==> config.mk <==
export PLATFORM = sky130hd
export DESIGN_NAME = hilo_muldiv
export DESIGN_NICKNAME = d
export VERILOG_FILES = /design/src/rtl/hilo_muldiv_pkg.sv /design/src/rtl/div_radix2.sv /design/src/rtl/hilo_muldiv.sv
export SDC_FILE = /design/constraint.sdc
export NUM_CORES = 2
export LEC_CHECK = 0
export ABC_AREA = 1
export CORE_MARGIN = 5
export CORE_UTILIZATION = 65
export DETAILED_ROUTE_END_ITERATION = 7
export PLACE_DENSITY = 0.8
export RECOVER_POWER = 50
export SLEW_MARGIN = 30
export SYNTH_ARGS = -nofsm -noshare
export SYNTH_HDL_FRONTEND = slang
export SYNTH_SLANG_ARGS = --single-unit
export TNS_END_PERCENT = 100
==> constraint.sdc <==
create_clock -name clk -period 12.36 [get_ports clk]
set_input_delay 3.708 -clock clk [delete_from_list [all_inputs] [get_ports clk]]
set_output_delay 3.708 -clock clk [all_outputs]
set_load 0.02 [all_outputs]
Placed standard cells:
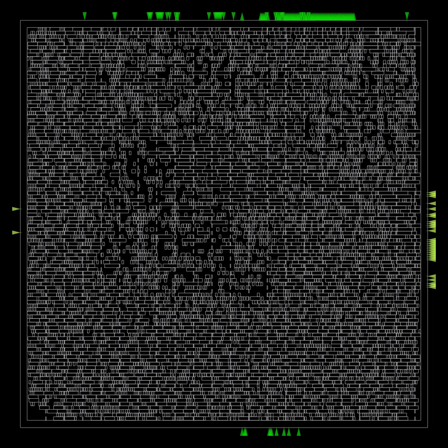
core footprint: 86,500 µm²
Finished Layout Cells: 8,399
flop share of the area: 12.7%

Placement by cell class:
Fill, decap, tap and diode cells in grey.
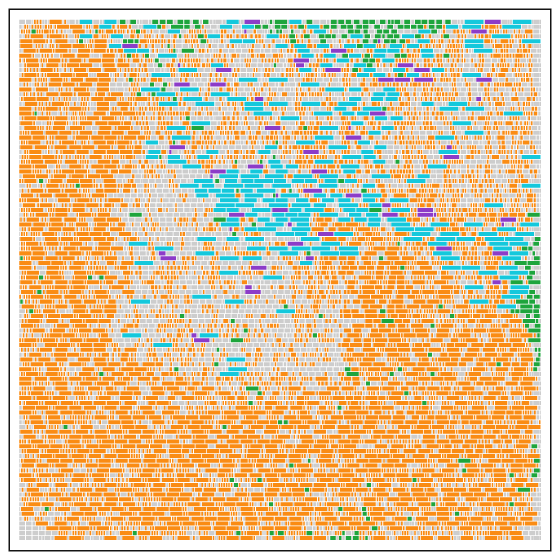
Key: flip-flops = cyan [cells 300]; clock drivers and dummy loads = purple [cells 62]; other buffers and delay cells = green [cells 267]; all other logic = orange [cells 6,607]
Finished Cell Area: 60,200 µm²
Site Rows: 108
Final Util: 69.6%

Routed metal, one colour a layer:
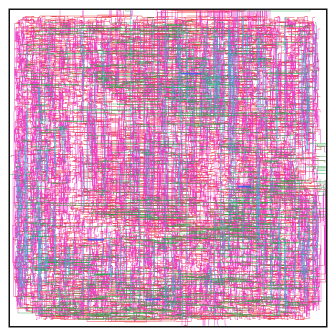
Key: met1 = red [wire length 67.2 mm]; met3 = green [wire length 20.7 mm]; met5 = blue [wire length 56.1 µm]; met2 = magenta [wire length 86.3 mm]; met4 = cyan [wire length 12,900 µm]
Routed WL: 187,000 µm
DR WL/cell: 22.3 µm
GR Util All Layers: 41.1%

I/O pins on the die edge:
Pins as bars across the die edge, other pins in grey.
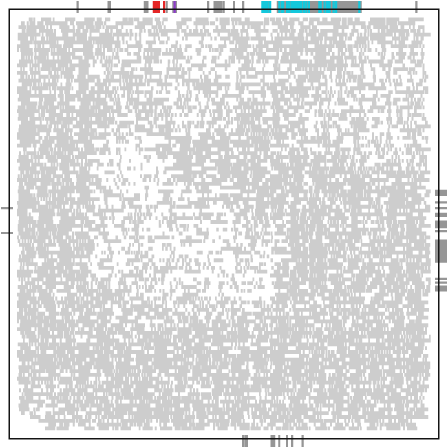
Key: funct = red [pins 6, direction input, edge top]; done = purple [pins 1, direction output, edge top]; lo = cyan [pins 32, direction output, edge top]
All pins by edge: 99 top, 29 right, 10 bottom, 2 left.
die y size: 305 µm
Die Width: 305 µm
port buffer count: 139

Clock network drawn from the DEF:
Bar = 100 µm.
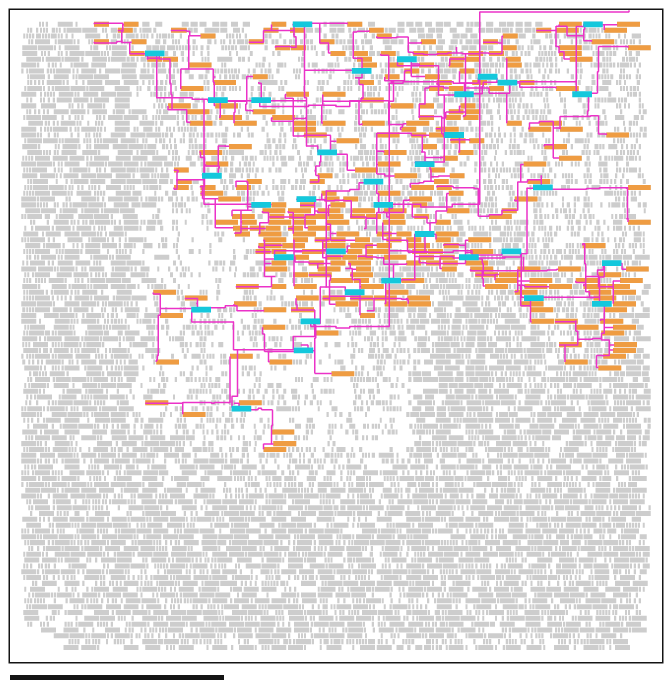
Key: flip-flops = orange [count 300]; clock wires = magenta [length 4,480 µm]; cells driving clock nets = cyan [count 34]
There are 35 routed clock nets.
Max Clock Skew: 19.0 ps
Latency at later pin: 560 ps

==> qor.yml <==
status: "complete, but fails checks"
violations: "capacitance limit, slew limit"
post_cts_resized: 0
finalMaxSlewViolations: 202
wl_met3_um: 20700
placed_area_um2: 59000
cp.arrival_ps: 12070
largest_reg_flops: 128
syn2layout_area_growth_pct: 6.82
setup_tns_ps: 0
cts.sinks: 300
synthMostInstantiatedCell: "nand2_1"
synth-edff-count: 162
globalRouteMet2Util_pct: 66.1
ys_sh_mux_pct: 0
numCtsBuffers: 34
area_share_clock_buf_inv_pct: 2.00
inverters: 1836
largest_class: "logic gates"
crit_type: "input pin to flop"
seq_area_frac_synth_pct: 13.5
worst_ep_required_time_ps: 12700
synth.logic.top_family: "adder cells"
dpl.hpwl_um: 152000
yosys-top-cells-count: "nand2_1 (1,920), inv_1 (1,828), fa_1 (1,126), nor2_1 (472), ha_1 (251)"
clkbuf_count: 49
yosysTopAreaCellShare_pct: 40.0
drt-initial-drc-count: 5107
period_used_pct: 95.0
ys_area_um2: 56400
wl_met1_um: 67200
numSynthFlops: 300
vias: 48400
cts-root-buf: "clkbuf_16"
ys_warn_count: 0
min_period_ps: 11740
fin_nets: 8661
maxCapViolations: 4
ys_sh_adder_pct: 45.5
worst_pin_slew_ps: 3930
htreeDepth: 2
grt_pass1_vias: 51100
preCtsSetupSlack_ps: 321
grt_overflow: 0
ys_types: 54
critPathSlowestCell: "fa_1"
timing.slew.headroom_pct: -162
final-hold-violation-count: 0
antennaDiodeCount: 8
lay_top_cells: "nand2_1 (1,919), inv_1 (1,830), fa_1 (1,125)"
fp_util_pct: 65.2
synth.avg_cell_area_um2: 7.79
timing.fmax_mhz: 85.2
worstPathBufferInverterCount: 11
clk_pin_slew_ps: 60
synth-simple-area-share_pct: 19.7
hold_ws_ps: 341
fillers: 7171
area_leaders: "fa_1 (40%), nand2_1 (13%), inv_1 (12%)"
drive_gt1_share_pct: 3.44
synthCells: 7239
routed.top_layer: "met5"
ff2ff_setup_slack_ps: 6000
numSequentialCells: 300
path_max_fanout: 26
via_per_inst: 5.77
synth-main-ff-cell: "edfxtp_1"
setup_viol: 0
warnings: 26
worstSetupPathDepth: 31
placed_cells_incl_taps: 8325
grt_max_degree: 66
worstSetupEndpointType: "flop"
seq_area_um2: 7630
nMultiInputCombCells: 4771
worstRegToRegCells: 9
setup_ws_ps: 623
gp_congestion: 1.06
clk_path_buf_depth: 3
